### I/O pins on the die edge

Pins as bars across the die edge, other pins in gray.
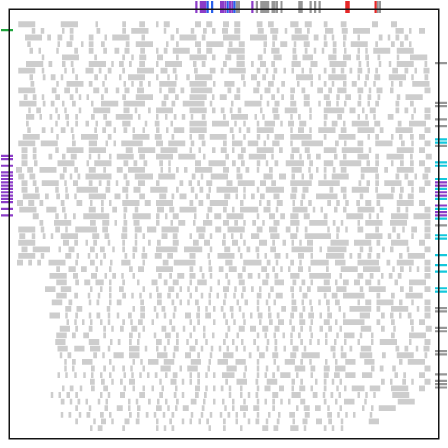
### Routing congestion map

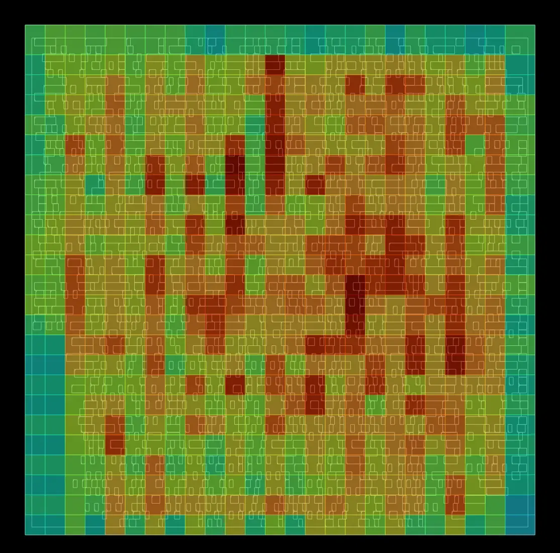
### The metal 4 layer

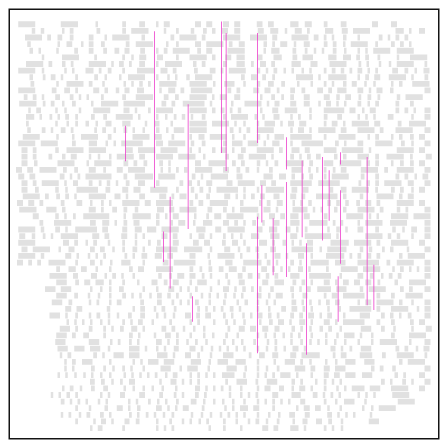
### Register map, names as in the netlist

Other sequential cells in the stronger gray, the rest of the logic in the fainter gray.
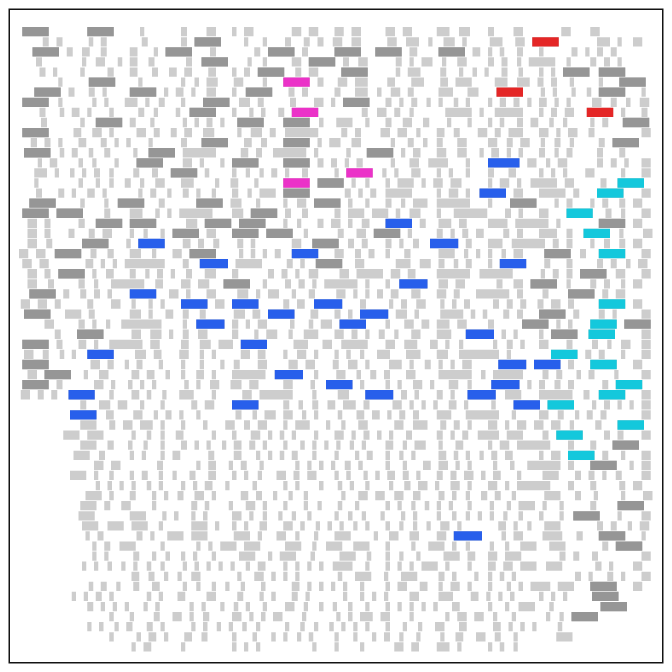
### Routed clock nets over the placement

Bar = 50 um.
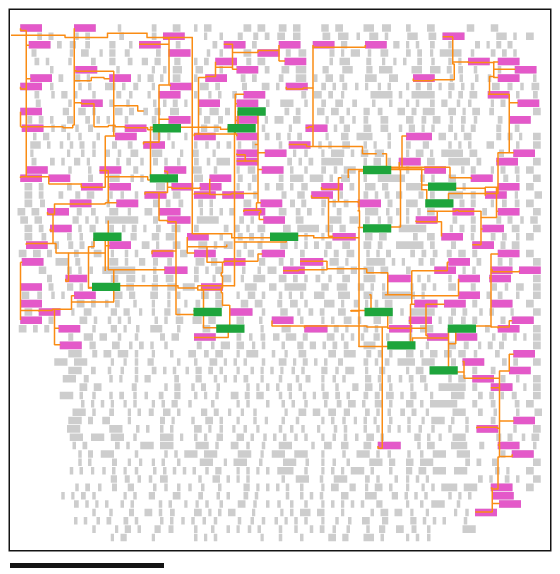
File: src/rtl/atm_entry_pkg.sv
// Shared key codes, opcodes and entry-state encoding for the ATM keypad front-end.
package atm_entry_pkg;

  localparam logic [3:0] KEY_ENTER  = 4'd10;
  localparam logic [3:0] KEY_CLEAR  = 4'd11;
  localparam logic [3:0] KEY_CANCEL = 4'd12;

  localparam logic [2:0] OP_BALANCE  = 3'd3;
  localparam logic [2:0] OP_WITHDRAW = 3'd4;
  localparam logic [2:0] OP_DEPOSIT  = 3'd5;
  localparam logic [2:0] OP_CHPIN    = 3'd6;

  typedef enum logic [2:0] {
    ST_IDLE   = 3'd0,
    ST_ACCT   = 3'd1,
    ST_PIN    = 3'd2,
    ST_OP     = 3'd3,
    ST_AMOUNT = 3'd4,
    ST_NEWPIN = 3'd5,
    ST_SEND   = 3'd6
  } entry_state_t;

  function automatic logic is_digit(input logic [3:0] code);
    return code <= 4'd9;
  endfunction

endpackage

File: src/rtl/dec_accumulator.sv
// Decimal field accumulator: value = value*10 + digit, refusing digits past max_digits.
module dec_accumulator (
  input  logic        clk,
  input  logic        rst,
  input  logic        clear,
  input  logic        digit_stb,
  input  logic [3:0]  digit,
  input  logic [3:0]  max_digits,
  output logic [31:0] value,
  output logic [3:0]  count,
  output logic        overflow
);

  logic [31:0] value_q, value_d;
  logic [3:0]  count_q, count_d;

  assign overflow = digit_stb && (count_q >= max_digits);

  always_comb begin
    value_d = value_q;
    count_d = count_q;
    if (clear) begin
      value_d = '0;
      count_d = '0;
    end else if (digit_stb && !overflow) begin
      value_d = value_q * 32'd10 + {28'd0, digit};
      count_d = count_q + 4'd1;
    end
  end

  always_ff @(posedge clk) begin
    if (rst) begin
      value_q <= '0;
      count_q <= '0;
    end else begin
      value_q <= value_d;
      count_q <= count_d;
    end
  end

  assign value = value_q;
  assign count = count_q;

endmodule

File: src/rtl/atm_key_entry.sv
// Keypad entry FSM: builds account, PIN, operation, amount and new PIN, then
// holds one transaction on a valid/ready handshake. Includes inactivity timeout.
module atm_key_entry
  import atm_entry_pkg::*;
#(
  parameter int AMT_DIGITS     = 6,
  parameter int TIMEOUT_CYCLES = 1000
) (
  input  logic        clk,
  input  logic        rst,
  input  logic        key_valid,
  input  logic [3:0]  key_code,
  input  logic        language_in,
  input  logic        txn_ready,
  output logic        txn_valid,
  output logic [2:0]  txn_operation,
  output logic [3:0]  txn_acc_num,
  output logic [15:0] txn_pin,
  output logic [15:0] txn_new_pin,
  output logic [31:0] txn_amount,
  output logic        txn_language,
  output logic [2:0]  entry_state,
  output logic [3:0]  digit_count,
  output logic        key_error,
  output logic        timeout
);

  entry_state_t state_q, state_d;
  logic [3:0]   acc_num_q, acc_num_d;
  logic [15:0]  pin_q, pin_d, new_pin_q, new_pin_d;
  logic [31:0]  amount_q, amount_d;
  logic [2:0]   op_q, op_d;
  logic         lang_q, lang_d, valid_q, valid_d;
  logic         key_error_q, key_error_d, timeout_q, timeout_d;
  logic [31:0]  idle_cnt_q, idle_cnt_d;

  logic         acc_clear, acc_stb, acc_ovf, abort;
  logic [3:0]   acc_max, acc_count;
  logic [31:0]  acc_value;

  dec_accumulator u_acc (
    .clk        (clk),
    .rst        (rst),
    .clear      (acc_clear),
    .digit_stb  (acc_stb),
    .digit      (key_code),
    .max_digits (acc_max),
    .value      (acc_value),
    .count      (acc_count),
    .overflow   (acc_ovf)
  );

  always_comb begin
    case (state_q)
      ST_IDLE, ST_ACCT:    acc_max = 4'd2;
      ST_PIN, ST_NEWPIN:   acc_max = 4'd4;
      ST_AMOUNT:           acc_max = 4'(AMT_DIGITS);
      default:             acc_max = 4'd0;
    endcase
  end

  always_comb begin
    state_d     = state_q;
    acc_num_d   = acc_num_q;
    pin_d       = pin_q;
    new_pin_d   = new_pin_q;
    amount_d    = amount_q;
    op_d        = op_q;
    lang_d      = lang_q;
    key_error_d = 1'b0;
    timeout_d   = 1'b0;
    acc_clear   = 1'b0;
    acc_stb     = 1'b0;
    abort       = 1'b0;
    idle_cnt_d  = idle_cnt_q + 32'd1;

    if (key_valid && state_q != ST_SEND) begin
      if (key_code > KEY_CANCEL) begin
        key_error_d = 1'b1;
      end else if (key_code == KEY_CANCEL) begin
        abort = 1'b1;
      end else begin
        case (state_q)
          ST_IDLE: begin
            if (is_digit(key_code)) begin
              acc_stb = 1'b1;
              lang_d  = language_in;
              state_d = ST_ACCT;
            end
          end
          ST_OP: begin
            case (key_code)
              4'd3: begin
                op_d    = OP_BALANCE;
                state_d = ST_SEND;
              end
              4'd4, 4'd5: begin
                op_d    = key_code[2:0];
                state_d = ST_AMOUNT;
              end
              4'd6: begin
                op_d    = OP_CHPIN;
                state_d = ST_NEWPIN;
              end
              default: key_error_d = 1'b1;
            endcase
          end
          default: begin
            // Field states: digits go to the accumulator, ENTER commits it.
            if (is_digit(key_code)) begin
              acc_stb     = 1'b1;
              key_error_d = acc_ovf;
            end else if (key_code == KEY_CLEAR) begin
              acc_clear = 1'b1;
            end else begin
              key_error_d = 1'b1;
              case (state_q)
                ST_ACCT: if (acc_value != 32'd0 && acc_value <= 32'd15) begin
                  acc_num_d   = acc_value[3:0];
                  state_d     = ST_PIN;
                  key_error_d = 1'b0;
                end
                ST_PIN: if (acc_count == 4'd4) begin
                  pin_d       = acc_value[15:0];
                  state_d     = ST_OP;
                  key_error_d = 1'b0;
                end
                ST_AMOUNT: if (acc_value != 32'd0) begin
                  amount_d    = acc_value;
                  state_d     = ST_SEND;
                  key_error_d = 1'b0;
                end
                ST_NEWPIN: if (acc_count == 4'd4) begin
                  new_pin_d   = acc_value[15:0];
                  state_d     = ST_SEND;
                  key_error_d = 1'b0;
                end
                default: ;
              endcase
              acc_clear = !key_error_d;
            end
          end
        endcase
      end
    end

    if (state_q == ST_SEND && txn_ready) abort = 1'b1;

    // A key in the expiry cycle takes precedence over the timeout.
    if (key_valid || state_q == ST_IDLE || state_q == ST_SEND) begin
      idle_cnt_d = '0;
    end else if (idle_cnt_q == 32'(TIMEOUT_CYCLES - 1)) begin
      idle_cnt_d = '0;
      timeout_d  = 1'b1;
      abort      = 1'b1;
    end

    if (abort) begin
      state_d   = ST_IDLE;
      acc_num_d = '0;
      pin_d     = '0;
      new_pin_d = '0;
      amount_d  = '0;
      op_d      = '0;
      lang_d    = 1'b0;
      acc_clear = 1'b1;
      acc_stb   = 1'b0;
    end

    valid_d = (state_d == ST_SEND);
  end

  always_ff @(posedge clk) begin
    if (rst) begin
      state_q     <= ST_IDLE;
      acc_num_q   <= '0;
      pin_q       <= '0;
      new_pin_q   <= '0;
      amount_q    <= '0;
      op_q        <= '0;
      lang_q      <= 1'b0;
      valid_q     <= 1'b0;
      key_error_q <= 1'b0;
      timeout_q   <= 1'b0;
      idle_cnt_q  <= '0;
    end else begin
      state_q     <= state_d;
      acc_num_q   <= acc_num_d;
      pin_q       <= pin_d;
      new_pin_q   <= new_pin_d;
      amount_q    <= amount_d;
      op_q        <= op_d;
      lang_q      <= lang_d;
      valid_q     <= valid_d;
      key_error_q <= key_error_d;
      timeout_q   <= timeout_d;
      idle_cnt_q  <= idle_cnt_d;
    end
  end

  assign txn_valid     = valid_q;
  assign txn_operation = op_q;
  assign txn_acc_num   = acc_num_q;
  assign txn_pin       = pin_q;
  assign txn_new_pin   = new_pin_q;
  assign txn_amount    = amount_q;
  assign txn_language  = lang_q;
  assign entry_state   = state_q;
  assign digit_count   = acc_count;
  assign key_error     = key_error_q;
  assign timeout       = timeout_q;

endmodule

File: config.mk
export PLATFORM = sky130hd
export DESIGN_NAME = atm_key_entry
export DESIGN_NICKNAME = d
export VERILOG_FILES = /design/src/rtl/atm_entry_pkg.sv /design/src/rtl/dec_accumulator.sv /design/src/rtl/atm_key_entry.sv
export SDC_FILE = /design/constraint.sdc
export NUM_CORES = 1
export LEC_CHECK = 0
export ABC_AREA = 1
export ABC_CLOCK_PERIOD_IN_PS = 3200
export CELL_PAD_IN_SITES_DETAIL_PLACEMENT = 2
export CELL_PAD_IN_SITES_GLOBAL_PLACEMENT = 2
export CORE_MARGIN = 2
export CORE_UTILIZATION = 32
export DETAILED_ROUTE_END_ITERATION = 6
export PLACE_DENSITY_LB_ADDON = 0.1
export SLEW_MARGIN = 20
export SYNTH_ARGS = -nofsm -noshare
export SYNTH_HDL_FRONTEND = slang
export SYNTH_SLANG_ARGS = --single-unit
File: constraint.sdc
create_clock -name clk -period 3.2 [get_ports clk]
set_input_delay 0.96 -clock clk [delete_from_list [all_inputs] [get_ports clk]]
set_output_delay 0.96 -clock clk [all_outputs]
set_load 0.1 [all_outputs]
==> impl_metrics.py <==
# Generated from Yosys and OpenROAD reports
metrics = {
    "status": {
        "outcome": "complete, no violations",
    },
    "routing": {
        "via_per_inst": 5.14,
        "route.detailed.drc": 0,
        "met1Wirelength_mm": 18.3,
        "top_layer_used": "met4",
        "ant_nets": 0,
        "dr_wl_met3_um": 954,
        "dr.first_iter.drc_count": 509,
        "wl_mm": 40.3,
    },
    "final_layout": {
        "layout_top_cell": "nand2_1",
        "nFillCells": 3506,
        "drive_gt1_share_pct": 20.3,
        "mostFrequentLayoutCells": "382 x nand2_1, 218 x inv_1, 191 x buf_4",
        "logic_area_sq_um": 5850,
        "regArea_sq_um": 2940,
        "antennaDiodeCount": 0,
        "area_delta_synth_final_pct": 31.1,
        "stdcell_area_sq_um": 12400,
    },
    "floorplan": {
        "die_area_sq_um": 30900,
        "die_width_um": 176,
        "die_h_um": 176,
        "fp-row-count": 62,
        "ios": 91,
    },
    "synthesis": {
        "flop_cell": "dfxtp_1",
        "ys_seq_share_pct": 30.9,
        "synth_area_sq_um": 9450,
        "ys.warnings.count": 0,
        "synth-seq-cells": 146,
        "async_reset_ff_share_pct": 0,
        "synth.distinct_cells": 44,
        "yosysMostFrequentCell": "nand2_1",
        "yosysTopAreaCellShare_pct": 30.9,
        "compound_area_share_pct": 13.6,
        "syn-num-nets": 1555,
        "ys_area_sq_um": 9450,
        "avgSynthCellArea_sq_um": 6.38,
        "common_cells": "405 x nand2_1, 223 x inv_1, 146 x a21oi_1, 146 x dfxtp_1, 127 x nor2_1",
    },
    "power": {
        "maxPowerGroup": "the clock network",
        "power.internal_mw": 3.50,
        "p_seq_share_pct": 37.4,
        "netSwitchingPower_mw": 1.65,
        "clockPowerShare_pct": 41.1,
        "pg_seq_mw": 1.93,
        "ir_worst_vdd_v": 0.000342,
        "power_clock_mw": 2.12,
        "p_comb_share_pct": 21.5,
        "total_power_mw": 5.15,
        "powerDensity_nw_per_um2": 415,
    },
    "final_timing": {
        "slew_violations": 0,
        "holdWs_ns": 0.465,
        "fmax_ghz": 0.316,
        "rsz0062_at_grt": "true",
        "setup_viol": 0,
        "hold_violations": 0,
    },
    "worst_setup_path": {
        "endpoint": "u_acc.value[27]$_SDFFE_PP0P_",
        "crit_family": "simple AND/OR/NAND/NOR gates",
        "r2r-start": "u_acc.value[8]$_SDFFE_PP0P_",
        "slowest_stage": "fa_1",
        "reg2reg_slack_ns": 0.08,
        "end_kind": "register",
        "cp-startpoint": "key_code[1]",
        "crit_buf_inv": 3,
        "r2r-end": "u_acc.value[31]$_SDFFE_PP0P_",
        "required_ns": 3.51,
        "cp.arrival_ns": 3.47,
        "r2r_cells": 18,
        "path_common_cell": "nand3_2",
    },
    "min_path": {
        "holdCritPathClass": "reg -> reg",
    },
    "clock_network": {
        "cts_buffers": 17,
        "cts_tree": "yes",
        "cts.sinks": 146,
        "cts_setup_buffers": 2,
        "cts_max_level": 4,
    },
    "placement": {
        "gp_congestion": 0.802,
        "place_area_sq_um": 11400,
    },
    "grt": {
        "antenna_found_initial": 0,
        "grt_pass1_vias": 11367,
    },
    "run": {
        "warnings": 28,
        "cap_viol_max_count": 0,
    },
}
Notes on 'I/O pins on the die edge' above:
[cyan] `txn_pin` | pins: 16 | direction: output | edge: east
[blue] `txn_acc_num` | pins: 4 | direction: output | edge: north
[purple] `txn_amount` | pins: 32 | direction: output | edge: 15 west, 10 north, 7 east
[green] `clk` | pins: 1 | direction: input | edge: west
[red] `entry_state` | pins: 3 | direction: output | edge: north

Notes on 'Routing congestion map' above:
Core Util, Final: 43.0%
met2 Track Usage GR: 46.5%
WL/cell: 19.5 um

Notes on 'The metal 4 layer' above:
share of all routed wire: 1.9%
main direction: vertical
nets with wire on the layer: 19
wire length on this layer: 753 um
longest straight run: 63.9 um

Notes on 'Register map, names as in the netlist' above:
[cyan] `txn_pin` | flops: 16 | where: east
[red] `entry_state` | flops: 3
[magenta] `txn_acc_num` | flops: 4 | where: north
[blue] `u_acc.value` | flops: 32

Notes on 'Routed clock nets over the placement' above:
[magenta] flip-flops | count: 146
[green] clock-net drivers | count: 17
[orange] clock wires | length: 2380 um
routed clock nets: 18

-- registers in the layout, summed over array words and instances, names as in the netlist --
signal         flops
txn_pin           16
u_acc.count        4
key_error          1
txn_new_pin       16
txn_valid          1
u_acc.value       32
entry_state        3
idle_cnt_q        32
txn_amount        32
timeout            1
txn_acc_num        4
txn_operation      3
txn_language       1
-- final cells by class --
cell class | count | share of cell area, %
multi-input combinational | 1071 | 47.2
sequential | 146 | 23.7
timing repair buffer | 207 | 13.4
inverter | 230 | 6.96
tap | 384 | 3.88
clock buffer | 18 | 3.54
clock inverter | 12 | 1.28
-- worst min path at each step --
stage	start	endpoint	depth (start not counted)
after floorplan	idle_cnt_q[0]$_SDFF_PP0_	idle_cnt_q[0]$_SDFF_PP0_	1
after global placement	idle_cnt_q[0]$_SDFF_PP0_	idle_cnt_q[0]$_SDFF_PP0_	1
after detailed placement	txn_language$_SDFFE_PP0P_	txn_language$_SDFFE_PP0P_	2
after CTS	txn_pin[11]$_SDFFE_PP0P_	txn_pin[11]$_SDFFE_PP0P_	2
after global routing	txn_pin[4]$_SDFFE_PP0P_	txn_pin[4]$_SDFFE_PP0P_	2
final	txn_new_pin[11]$_SDFFE_PP0P_	txn_new_pin[11]$_SDFFE_PP0P_	2
-- per-stage QoR --
| step | setup slack, ns | util (%) |
|---|---|---|
| 3_3_place_gp | -0.586 | 39.5 |
| 2_1_floorplan | 0.213 | - |
| 5_1_grt | -0.149 | 43.0 |
| 6_report | 0.0358 | 43.0 |
| 4_1_cts | 0.00138 | 41.8 |
| 3_5_place_dp | -0.647 | 39.5 |
-- metal layers --
| metal | track usage [%] | up-vias |
|---|---|---|
| met4 | 5.27 | 0 |
| li1 | - | 5184 |
| met5 | 0 | - |
| met1 | 31.9 | 5242 |
| met3 | 2.68 | 50 |
| met2 | 46.5 | 163 |
Power and IR drop assume default switching activity.
